==> src/rtl/md5_iter_core_if.sv <==
// md5_iter_core_if
//   Job and result channels of the folded MD5 engine.
//   Input channel : in_valid/in_ready carry one job (in_block, in_chain, in_target).
//   Output channel: out_valid/out_ready carry one result (out_digest, out_match).
//   Handshake rule for both channels: a transfer happens on a rising clock edge
//   where valid and ready are both high; the sender holds valid and its payload
//   unchanged until that edge, and ready never depends combinationally on valid.
//   Word packing of 128-bit fields: word 0 (A) = [31:0] ... word 3 (D) = [127:96].
//   Modports: slave = the core, master = the job producer / digest consumer.
interface md5_iter_core_if;
    logic         in_valid;
    logic         in_ready;
    logic [511:0] in_block;
    logic [127:0] in_chain;
    logic [127:0] in_target;
    logic         out_valid;
    logic         out_ready;
    logic [127:0] out_digest;
    logic         out_match;

    modport slave (
        input  in_valid, in_block, in_chain, in_target, out_ready,
        output in_ready, out_valid, out_digest, out_match
    );

    modport master (
        output in_valid, in_block, in_chain, in_target, out_ready,
        input  in_ready, out_valid, out_digest, out_match
    );
endinterface

==> src/rtl/md5_iter_core.sv <==
// md5_iter_core
//   Folded MD5 compression: one 512-bit block plus a 128-bit chaining value is
//   accepted, the 64 steps run STEPS_PER_CYCLE per clock on one state register,
//   and the digest (optionally fed forward) plus a partial target compare is
//   returned.
// Ports:
//   clk          rising-edge clock
//   rst_n        asynchronous active-low reset
//   core_if      slave side of md5_iter_core_if (job in, digest out)
//   dbg_state_o  FSM state: 0 = IDLE, 1 = RUN, 2 = DONE
module md5_iter_core #(
    parameter int STEPS_PER_CYCLE = 1,
    parameter int FEED_FORWARD    = 1,
    parameter int CMP_WORDS       = 4
) (
    input  logic                 clk,
    input  logic                 rst_n,
    md5_iter_core_if.slave       core_if,
    output logic [1:0]           dbg_state_o
);
    generate
        if (!(STEPS_PER_CYCLE == 1 || STEPS_PER_CYCLE == 2 || STEPS_PER_CYCLE == 4 ||
              STEPS_PER_CYCLE == 8 || STEPS_PER_CYCLE == 16)) begin : g_bad_steps
            $error("md5_iter_core: STEPS_PER_CYCLE must be 1, 2, 4, 8 or 16");
        end
        if (CMP_WORDS < 0 || CMP_WORDS > 4) begin : g_bad_cmp
            $error("md5_iter_core: CMP_WORDS must be 0..4");
        end
    endgenerate

    localparam logic [6:0] STEPS7 = 7'(STEPS_PER_CYCLE);
    localparam logic [5:0] STEPS6 = 6'(STEPS_PER_CYCLE);

    localparam logic [31:0] K_TAB [64] = '{
        32'hd76aa478, 32'he8c7b756, 32'h242070db, 32'hc1bdceee, 32'hf57c0faf, 32'h4787c62a,
        32'ha8304613, 32'hfd469501, 32'h698098d8, 32'h8b44f7af, 32'hffff5bb1, 32'h895cd7be,
        32'h6b901122, 32'hfd987193, 32'ha679438e, 32'h49b40821, 32'hf61e2562, 32'hc040b340,
        32'h265e5a51, 32'he9b6c7aa, 32'hd62f105d, 32'h02441453, 32'hd8a1e681, 32'he7d3fbc8,
        32'h21e1cde6, 32'hc33707d6, 32'hf4d50d87, 32'h455a14ed, 32'ha9e3e905, 32'hfcefa3f8,
        32'h676f02d9, 32'h8d2a4c8a, 32'hfffa3942, 32'h8771f681, 32'h6d9d6122, 32'hfde5380c,
        32'ha4beea44, 32'h4bdecfa9, 32'hf6bb4b60, 32'hbebfbc70, 32'h289b7ec6, 32'heaa127fa,
        32'hd4ef3085, 32'h04881d05, 32'hd9d4d039, 32'he6db99e5, 32'h1fa27cf8, 32'hc4ac5665,
        32'hf4292244, 32'h432aff97, 32'hab9423a7, 32'hfc93a039, 32'h655b59c3, 32'h8f0ccc92,
        32'hffeff47d, 32'h85845dd1, 32'h6fa87e4f, 32'hfe2ce6e0, 32'ha3014314, 32'h4e0811a1,
        32'hf7537e82, 32'hbd3af235, 32'h2ad7d2bb, 32'heb86d391
    };

    // Rotate amounts indexed by {round, step mod 4}.
    localparam logic [4:0] S_TAB [16] = '{
        5'd7, 5'd12, 5'd17, 5'd22, 5'd5, 5'd9, 5'd14, 5'd20,
        5'd4, 5'd11, 5'd16, 5'd23, 5'd6, 5'd10, 5'd15, 5'd21
    };

    typedef enum logic [1:0] {ST_IDLE = 2'd0, ST_RUN = 2'd1, ST_DONE = 2'd2} state_t;

    // One MD5 step on packed state {D, C, B, A}.
    function automatic logic [127:0] md5_step(input logic [127:0] st, input logic [5:0] i,
                                              input logic [511:0] m);
        logic [31:0] a, b, c, d, f, x, t;
        logic [3:0]  g;
        logic [4:0]  s;
        a = st[31:0];
        b = st[63:32];
        c = st[95:64];
        d = st[127:96];
        // Message index formulas only depend on i mod 16, so 4-bit arithmetic wraps correctly.
        case (i[5:4])
            2'd0:    begin f = (b & c) | (~b & d); g = i[3:0];                 end
            2'd1:    begin f = (d & b) | (~d & c); g = i[3:0] * 4'd5 + 4'd1;   end
            2'd2:    begin f = b ^ c ^ d;          g = i[3:0] * 4'd3 + 4'd5;   end
            default: begin f = c ^ (b | ~d);       g = i[3:0] * 4'd7;          end
        endcase
        s = S_TAB[{i[5:4], i[1:0]}];
        x = a + f + K_TAB[i] + m[{g, 5'd0} +: 32];
        // s is never zero, so the right shift by 32-s stays in range.
        t = (x << s) | (x >> (6'd32 - {1'b0, s}));
        md5_step = {c, b, b + t, d};
    endfunction

    state_t         state_q, state_d;
    logic [5:0]     cnt_q;
    logic [511:0]   blk_q;
    logic [127:0]   st_q;
    logic [127:0]   chain_q;
    logic [127:0]   tgt_q;
    logic [127:0]   dig_q;
    logic           match_q;
    logic [127:0]   step_out;
    logic [127:0]   dig_next;
    logic           match_next;
    logic           last_step;

    assign last_step = (state_q == ST_RUN) && (({1'b0, cnt_q} + STEPS7) == 7'd64);

    // Chain of STEPS_PER_CYCLE combinational steps starting at cnt_q.
    always_comb begin
        step_out = st_q;
        for (int j = 0; j < STEPS_PER_CYCLE; j++) begin
            step_out = md5_step(step_out, cnt_q + 6'(j), blk_q);
        end
    end

    always_comb begin
        dig_next = '0;
        for (int w = 0; w < 4; w++) begin
            if (FEED_FORWARD != 0) dig_next[32*w +: 32] = step_out[32*w +: 32] + chain_q[32*w +: 32];
            else                   dig_next[32*w +: 32] = step_out[32*w +: 32];
        end
        match_next = (CMP_WORDS != 0);
        for (int w = 0; w < 4; w++) begin
            if (w < CMP_WORDS && dig_next[32*w +: 32] != tgt_q[32*w +: 32]) match_next = 1'b0;
        end
    end

    // FSM: state register
    always_ff @(posedge clk or negedge rst_n) begin
        if (!rst_n) state_q <= ST_IDLE;
        else        state_q <= state_d;
    end

    // FSM: next state
    always_comb begin
        state_d = state_q;
        case (state_q)
            ST_IDLE: if (core_if.in_valid)  state_d = ST_RUN;
            ST_RUN:  if (last_step)         state_d = ST_DONE;
            ST_DONE: if (core_if.out_ready) state_d = ST_IDLE;
            default:                        state_d = ST_IDLE;
        endcase
    end

    // FSM: outputs
    always_comb begin
        core_if.in_ready   = (state_q == ST_IDLE);
        core_if.out_valid  = (state_q == ST_DONE);
        core_if.out_digest = dig_q;
        core_if.out_match  = match_q;
        dbg_state_o        = state_q;
    end

    // Datapath registers
    always_ff @(posedge clk or negedge rst_n) begin
        if (!rst_n) begin
            cnt_q   <= '0;
            blk_q   <= '0;
            st_q    <= '0;
            chain_q <= '0;
            tgt_q   <= '0;
            dig_q   <= '0;
            match_q <= 1'b0;
        end else begin
            if (state_q == ST_IDLE && core_if.in_valid) begin
                blk_q   <= core_if.in_block;
                st_q    <= core_if.in_chain;
                chain_q <= core_if.in_chain;
                tgt_q   <= core_if.in_target;
                cnt_q   <= '0;
            end
            if (state_q == ST_RUN) begin
                st_q  <= step_out;
                cnt_q <= cnt_q + STEPS6;
            end
            // Results only move on the RUN->DONE edge so they hold through backpressure.
            if (last_step) begin
                dig_q   <= dig_next;
                match_q <= match_next;
            end
        end
    end
endmodule

==> src/flat_wrapper.sv <==
// flat-port wrapper written by rule: the top's interface ports become plain ports
module md5_iter_core_flat 
#(
    parameter int STEPS_PER_CYCLE = 1,
    parameter int FEED_FORWARD    = 1,
    parameter int CMP_WORDS       = 4
)
  (clk, rst_n, dbg_state_o, core_if_in_valid, core_if_in_block, core_if_in_chain, core_if_in_target, core_if_out_ready, core_if_in_ready, core_if_out_valid, core_if_out_digest, core_if_out_match);
  md5_iter_core_if core_if_i ();
  input  logic clk;
  input  logic rst_n;
  output logic [1:0] dbg_state_o;
  input wire logic [$bits(core_if_i.in_valid)-1:0] core_if_in_valid;
  input wire logic [$bits(core_if_i.in_block)-1:0] core_if_in_block;
  input wire logic [$bits(core_if_i.in_chain)-1:0] core_if_in_chain;
  input wire logic [$bits(core_if_i.in_target)-1:0] core_if_in_target;
  input wire logic [$bits(core_if_i.out_ready)-1:0] core_if_out_ready;
  output wire logic [$bits(core_if_i.in_ready)-1:0] core_if_in_ready;
  output wire logic [$bits(core_if_i.out_valid)-1:0] core_if_out_valid;
  output wire logic [$bits(core_if_i.out_digest)-1:0] core_if_out_digest;
  output wire logic [$bits(core_if_i.out_match)-1:0] core_if_out_match;
  assign core_if_i.in_valid = core_if_in_valid;
  assign core_if_i.in_block = core_if_in_block;
  assign core_if_i.in_chain = core_if_in_chain;
  assign core_if_i.in_target = core_if_in_target;
  assign core_if_i.out_ready = core_if_out_ready;
  assign core_if_in_ready = core_if_i.in_ready;
  assign core_if_out_valid = core_if_i.out_valid;
  assign core_if_out_digest = core_if_i.out_digest;
  assign core_if_out_match = core_if_i.out_match;
  md5_iter_core #(.STEPS_PER_CYCLE(STEPS_PER_CYCLE), .FEED_FORWARD(FEED_FORWARD), .CMP_WORDS(CMP_WORDS)) u_core (.clk(clk), .rst_n(rst_n), .core_if(core_if_i), .dbg_state_o(dbg_state_o));
endmodule
==> config.mk <==
export PLATFORM = sky130hd
export DESIGN_NAME = md5_iter_core_flat
export DESIGN_NICKNAME = d
export VERILOG_FILES = /design/src/rtl/md5_iter_core_if.sv /design/src/rtl/md5_iter_core.sv /design/src/flat_wrapper.sv
export SDC_FILE = /design/constraint.sdc
export NUM_CORES = 2
export LEC_CHECK = 0
export CAP_MARGIN = 40
export CORE_ASPECT_RATIO = 1.75
export CORE_MARGIN = 2
export CORE_UTILIZATION = 38
export DETAILED_ROUTE_END_ITERATION = 12
export GPL_TIMING_DRIVEN = 0
export PLACE_DENSITY = 0.7
export SYNTH_ARGS = -nofsm -noshare
export SYNTH_HDL_FRONTEND = slang
export SYNTH_SLANG_ARGS = --single-unit
==> constraint.sdc <==
create_clock -name clk -period 17.5 [get_ports clk]
set_input_delay 2.625 -clock clk [delete_from_list [all_inputs] [get_ports clk]]
set_output_delay 2.625 -clock clk [all_outputs]
set_load 0.02 [all_outputs]
Figure 1. Met2 routing.
(1 px per µm)
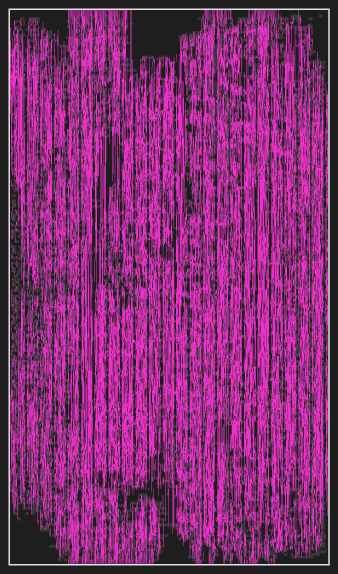
longest straight run: 211 µm
wire length on this layer: 181 mm
Via Count: 67,700
met2 Use GR: 70.9%

Figure 2. Routing congestion.
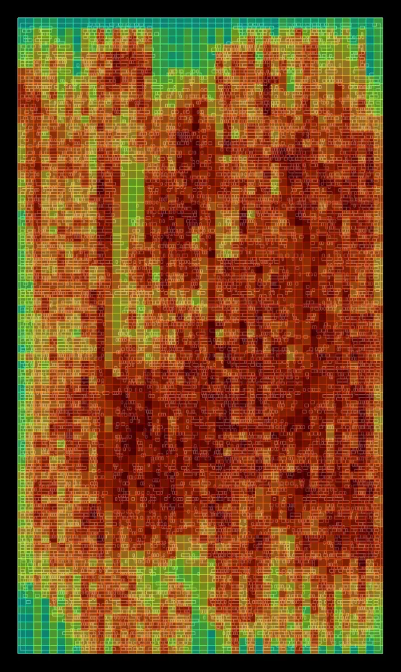
gr busiest metal: met2
met3 GRT Util: 8.04%
GRT Overall Usage: 41.9%
met1 GRT Util: 41.0%
Routed wire per std cell: 32.8 µm

Figure 3. Wire density map.
(1 px per µm) 16 x 28 tiles, from dark blue (low) to red (high), scaled to the fullest tile. Values are wire area over tile area, all layers added.
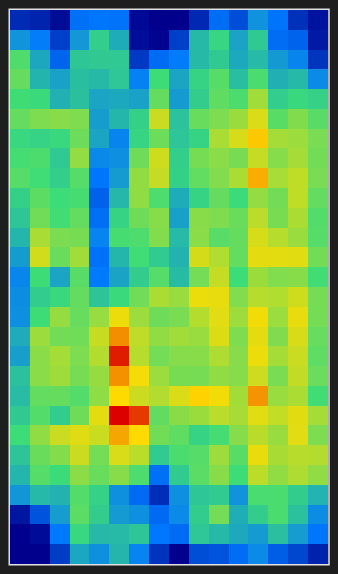
nearly empty tiles: 1.8%
mean over tiles: 0.38
fullest tile: 0.77
tiles over half the peak: 57%

==> impl_metrics.json <==
{
  "synth_chip_area_um2": 65700,
  "aoi_share_pct": 14.6,
  "firstDrtPassIters": 6,
  "drtIter0Drc": 6608,
  "cp_slowest_cell": "fa_2",
  "hold_buffers": 0,
  "fill_cells": 16700,
  "hold_end": "u_core.blk_q[472]",
  "coreArea_um2": 172000,
  "netlist_area_um2": 65700,
  "rows": 201,
  "seq_share_pct": 30.9,
  "worstHoldPathType": "register to register",
  "endpoint_kind": "register",
  "area_growth_pct": 27.3,
  "fin_nets": 10200,
  "holdPathStages": 2,
  "drc": 0,
  "die_y_um": 554,
  "xor_share_pct": 4.50,
  "status": "finished clean",
  "regMostFlops": "u_core.blk_q",
  "final_common_cell": "nand2_1",
  "grt_pass1_wl_um": 521000,
  "criticalPathCategory": "register to register",
  "routed_wl_um": 377000,
  "synthFlopType": "dfrtp_1",
  "post-cts-setup-buffers": 3,
  "layout-drive-gt1-share_pct": 7.18,
  "ys_top_logic_family": "simple AND/OR/NAND/NOR gates",
  "top_area_share_pct": 39.3,
  "fp_nets": 9061,
  "yosysWarnings": 0,
  "setup_violations": 0,
  "fin_crit_sh_pct": 99.9,
  "final_area_um2": 83600,
  "async_flop_share_pct": 100,
  "worst_pin_slew_ns": 1.03,
  "bufAreaShareNonClock_pct": 15.5,
  "maxSlewViolCount": 0,
  "gr-total-overflow": 0,
  "clock_skew_ns": 0.0423,
  "die-area_um2": 176000,
  "cp.required_ns": 18.18,
  "n_antenna_cell": 19,
  "gp_congestion": 1.07,
  "post-route-util_pct": 48.8,
  "hold_viol": 0,
  "arrival_ns": 18.16,
  "yosysCellCount": 8005,
  "dpl.hpwl_um": 311000,
  "viasPerCell": 5.88,
  "logic_gate_count": 6226,
  "clock.fmax_mhz": 57.2,
  "logic_area_um2": 37400,
  "grt_start_max_net_pins": 164,
  "port_buffers": 904,
  "numCtsBuffers": 102,
  "highest_layer": "met5",
  "critPathLaunchType": "register",
  "worst-path-buf-inv": 13,
  "avgSynthCellArea_um2": 8.21,
  "ys_sh_mux_pct": 6.48,
  "clkTransAtPathRegs_ns": 0.08,
  "placedInstanceArea_um2": 79300,
  "pin_count": 905,
  "wl_met2_um": 181000,
  "regToRegSetupSlack_ns": 0.02,
  "cts-resized-gates": 82,
  "crit_end": "u_core.core_if.out_match",
  "die_w_um": 318,
  "cts_root_buf": "clkbuf_16",
  "cp_num_cells": 64,
  "wl_met3_um": 25300,
  "n_all_buffers": 1565,
  "met1Wirelength_um": 120000,
  "synth_seq_share_pct": 39.3,
  "placed_cells": 11300,
  "rr_worst_depth": 64,
  "clk_latency_ns": 0.79,
  "final_cell_mix": "nand2_1 (2,944), dfrtp_1 (1,030), clkdlybuf4s50_1 (903)",
  "cts_tree": "done",
  "yosysUniqueCellTypes": 102,
  "cts.path.max_buffers": 3,
  "most_common_cell": "nand2_1",
  "syn_inst": 8005,
  "clkCellAreaFrac_pct": 4.32,
  "adder_share_pct": 6.67,
  "finalSetupTns_ns": 0,
  "n_all_inverters": 246,
  "synth.ff_latch_count": 1033,
  "n_tap_cell": 2233,
  "edf_count": 0,
  "cts_max_level": 3,
  "timing.rr.end": "u_core.core_if.out_match",
  "warnings": 76,
  "regToRegStartpoint": "u_core.cnt_q[0]",
  "antenna_found_initial": 30,
  "relSlewSlack_pct": 31.3,
  "fin_ws_ns": 0.0188,
  "postRouteAntennaNets": 0,
  "ys_sh_simple_pct": 24.1,
  "final_cells": 11500,
  "flop-count": 1033,
  "crit_path_start": "u_core.cnt_q[0]",
  "comb_share_pct": 44.8,
  "top_area_cell": "dfrtp_1",
  "synth.top_cells.by_count": "nand2_1 (2,944), dfrtp_1 (1,033), clkbuf_1 (444), a21oi_1 (347), o21ai_0 (339)",
  "critPathMaxStageDelay_ns": 0.71
}
